**Register map, names as in the netlist**

Scale bar: 20 um. Other sequential cells in the stronger gray, the rest of the logic in the fainter gray.
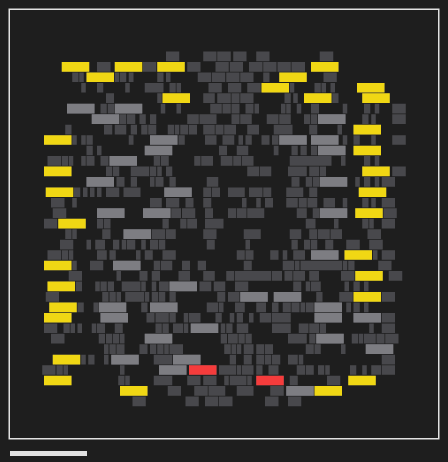
**Track usage over the die**

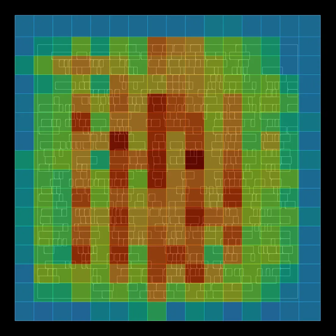
**Routed metal, one color a layer**

Scale bar: 20 um. Two of the layers only.
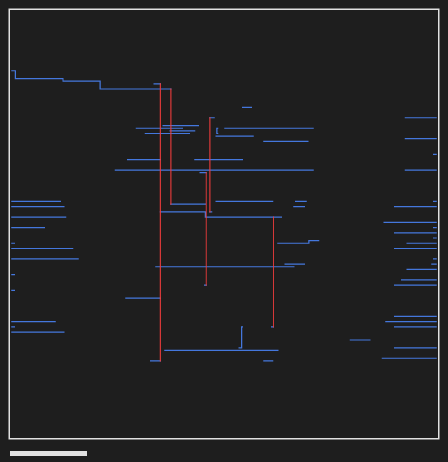
File: src/rtl/pulse_period_meter.sv
// Measures clocks between rising edges of PulseIn, with timeout and
// a valid/ack handshake that flags overwritten measurements.
module pulse_period_meter #(
  parameter int NBits = 32
) (
  input  logic             Clock,
  input  logic             Reset,
  input  logic             Enable,
  input  logic             PulseIn,
  input  logic [NBits-1:0] TimeoutValue,
  input  logic             Ack,
  output logic [NBits-1:0] Period,
  output logic             Valid,
  output logic             Timeout,
  output logic             Missed
);

  typedef enum logic [1:0] {
    IDLE,
    ARMED,
    MEASURE
  } state_t;

  localparam logic [NBits-1:0] One = NBits'(1);

  state_t           state;
  logic [NBits-1:0] count;
  logic             pulse_q;
  logic             event_hit;
  logic             capture;
  logic             at_limit;

  assign event_hit = PulseIn & ~pulse_q;
  assign capture   = Enable & (state == MEASURE) & event_hit;
  assign at_limit  = (TimeoutValue != '0) && (count == TimeoutValue);

  always_ff @(posedge Clock) begin
    if (Reset) begin
      state   <= IDLE;
      count   <= '0;
      pulse_q <= 1'b0;
      Period  <= '0;
      Valid   <= 1'b0;
      Timeout <= 1'b0;
      Missed  <= 1'b0;
    end else begin
      pulse_q <= PulseIn;
      Timeout <= 1'b0;

      // A capture with a pending result flags Missed unless acked now
      if (capture) begin
        Period <= count;
        Valid  <= 1'b1;
        Missed <= Valid & ~Ack;
      end else if (Ack && Valid) begin
        Valid  <= 1'b0;
        Missed <= 1'b0;
      end

      if (!Enable) begin
        state <= IDLE;
        count <= '0;
      end else begin
        case (state)
          IDLE: begin
            count <= '0;
            state <= ARMED;
          end
          ARMED: begin
            if (event_hit) begin
              count <= One;
              state <= MEASURE;
            end else begin
              count <= '0;
            end
          end
          MEASURE: begin
            if (event_hit) begin
              count <= One;
            end else if (at_limit) begin
              Timeout <= 1'b1;
              count   <= '0;
              state   <= ARMED;
            end else if (count != '1) begin
              count <= count + One;
            end
          end
          default: begin
            count <= '0;
            state <= IDLE;
          end
        endcase
      end
    end
  end

endmodule
File: config.mk
export PLATFORM = sky130hd
export DESIGN_NAME = pulse_period_meter
export DESIGN_NICKNAME = d
export VERILOG_FILES = /design/src/rtl/pulse_period_meter.sv
export SDC_FILE = /design/constraint.sdc
export NUM_CORES = 1
export LEC_CHECK = 0
export CAP_MARGIN = 40
export CORE_MARGIN = 8
export CORE_UTILIZATION = 40
export DETAILED_ROUTE_END_ITERATION = 8
export SETUP_SLACK_MARGIN = 0.15
export SYNTH_ARGS = -nofsm -noshare
export SYNTH_HDL_FRONTEND = slang
export SYNTH_SLANG_ARGS = --single-unit
File: constraint.sdc
create_clock -name Clock -period 6.7 [get_ports Clock]
set_clock_uncertainty 0.2 [all_clocks]
set_input_delay 1.34 -clock Clock [delete_from_list [all_inputs] [get_ports Clock]]
set_output_delay 1.34 -clock Clock [all_outputs]
set_load 0.01 [all_outputs]
==> flow_summary_export.csv <==
group,metric,value,unit
clock_network,numCtsBuffers,9,
placement,port_buffers,71,
cells_and_area,syn_to_final_growth,26.7,%
detailed_routing,first_pass_iters,4,
synthesis,yosysCellCount,457,
clock_network,clk_latency,360,ps
synthesis,common_cells,"nand2_1 (85), dfxtp_1 (70), a21oi_1 (58), xor2_1 (32), nor4_1 (18)",
power_and_ir_drop,power_leakage,1.47,nW
floorplan,pin_count,72,
synthesis,edf_count,0,
clock_network,post_cts.repair.setup_buffers,0,
sta,max_freq,235,MHz
worst_setup_path,crit_fanout,37,
outcome,status,"completed",
job,maxCapViolations,0,
placement,place_inst,610,
synthesis,yosys.area.top_type_share,38.5,%
grt,grt_pass1_wl,17900,um
cells_and_area,antenna_cells,0,
worst_setup_path,cp_num_buf_inv,2,
synthesis,yosysMostFrequentCell,"nand2_1",
floorplan,die_x,111,um
synthesis,synth_chip_area,3640,um^2
placement,gp_congestion,0.881,
clock_network,cts-root-buf,"clkbuf_8",
sta,tns,0,ps
worst_setup_path,path_cells,"clkdlybuf4s50_1 > buf_4 > nor2b_1 > nand3_1 > a21oi_1 > nand2_1 > nor3_1",
clock_network,cts_tree,"done",
cells_and_area,fillers,855,
power_and_ir_drop,peakVddDrop,0.106,mV
clock_network,htreeDepth,3,
power_and_ir_drop,powerDensity,189,nW/um^2
placement,post-place-ws,2150,ps
cells_and_area,drive_gt1_share,5.41,%
clock_network,cts.clk_slew.worst_paths,70,ps
sta,max_slew_margin,38.9,%
synthesis,synthCells,457,
synthesis,syn-mean-instance-area,7.96,um^2
min_path,hp-class,"reg -> reg",
worst_setup_path,setup.worst_path.class,"in -> reg",
sta,hold_violations,0,
-- 'register map, names as in the netlist' (at the start) --
netlist name	color	placed flops
`state`	red	2
`Period`	yellow	32
Final Util: 52.6%
register area: 1400 um^2
Seq/total area: 30.4%
seq pwr: 0.418 mW

-- 'track usage over the die' (at the start) --
GRT Total Usage: 17.5%
met2 Use GR: 28.6%
met1 global-route usage: 21.7%
met3 Track Usage GR: 4.03%
most used routing layer: met2

-- 'routed metal, one color a layer' (at the start) --
layer	color	wire length
metal 4	red	184 um
metal 3	blue	659 um
drt total wl: 10,900 um
WL/cell: 17.4 um
via count: 3,464

-- placed cells by master, fill, tap and decap left out, types with 2 or more instances in the layout --
master	n
a2111oi_0	2
a211oi_1	2
a21oi_1	58
a31oi_1	4
and2_1	5
and3_1	2
and4_1	4
and4_2	2
buf_4	4
bufinv_16	2
clkbuf_8	12
clkdlybuf4s50_1	71
dfxtp_1	70
ha_1	5
inv_1	6
mux2i_1	7
nand2_1	85
nand2b_1	3
nand3_1	17
nand3b_1	5
nand4_1	17
nor2_1	9
nor2b_1	3
nor3_1	10
nor4_1	18
nor4_2	4
o211ai_1	2
o21ai_0	13
o21ai_1	7
o31ai_1	5
or3_1	17
or4_1	6
xor2_1	32
-- area by class of cell --
| class | instances | area (um^2) | area share (%) |
|---|---|---|---|
| Multi-Input combinational cell | 350 | 2070 | 44.9 |
| Sequential cell | 70 | 1400 | 30.4 |
| Timing Repair Buffer | 75 | 741 | 16.1 |
| Clock buffer | 13 | 169 | 3.67 |
| Tap cell | 108 | 135 | 2.93 |
| Clock inverter | 3 | 65.1 | 1.41 |
| Inverter | 7 | 26.3 | 0.570 |
-- cell families (layout without fill, tap and decap cells) --
family,Yosys count,after routing,synth area share (%)
xor gates and xnor gates,33,33,7.95
and+or+nand+nor,209,209,30.3
DFF,70,70,38.5
muxes,7,7,1.93
adders and majority gates,5,5,1.72
AOI/OAI and AO/OA,96,96,15.0
buffers and inverters,37,98,4.58
-- registers in the layout, indices dropped and copies added, names as in the netlist --
name,flops
Valid,1
Missed,1
count,32
pulse_q,1
state,2
Timeout,1
Period,32
-- power by group --
| group | internal [mW] | total, mW | switching (mW) | leakage (nW) |
|---|---|---|---|---|
| logic | 0.0274 | 0.0531 | 0.0257 | 0.782 |
| clock network | 0.240 | 0.400 | 0.160 | 0.120 |
| registers | 0.417 | 0.418 | 0.000985 | 0.564 |
-- layer usage --
metal	global-route usage (%)	up-vias	routed length, um	part of all wire (%)
met5	0	-	0	0
met2	28.6	94	5060	46
met3	4.03	13	658	6.0
met4	7.20	0	184	1.7
met1	21.7	1600	4990	46
li1	-	1757	-	-
-- worst reg2reg max path: stages, from the launching register on --
cell     delay (ps)
dfxtp_1         570
ha_1            480
nand2_1         100
nor4_1          330
nand4_1         320
a21oi_1         780
nand2_1         770
nor3_1          340
-- worst paths after layout --
check,startpoint,depth (start not counted),slack [ps],to
worst min register to register,Period[18],2,250,Period[18]
worst max-delay path,Reset,7,2450,count[28]
worst min-delay path,Period[18],2,250,Period[18]
worst max register to register,count[0],7,2720,count[28]
No activity file was given, so power comes from the tool's default toggle rates.
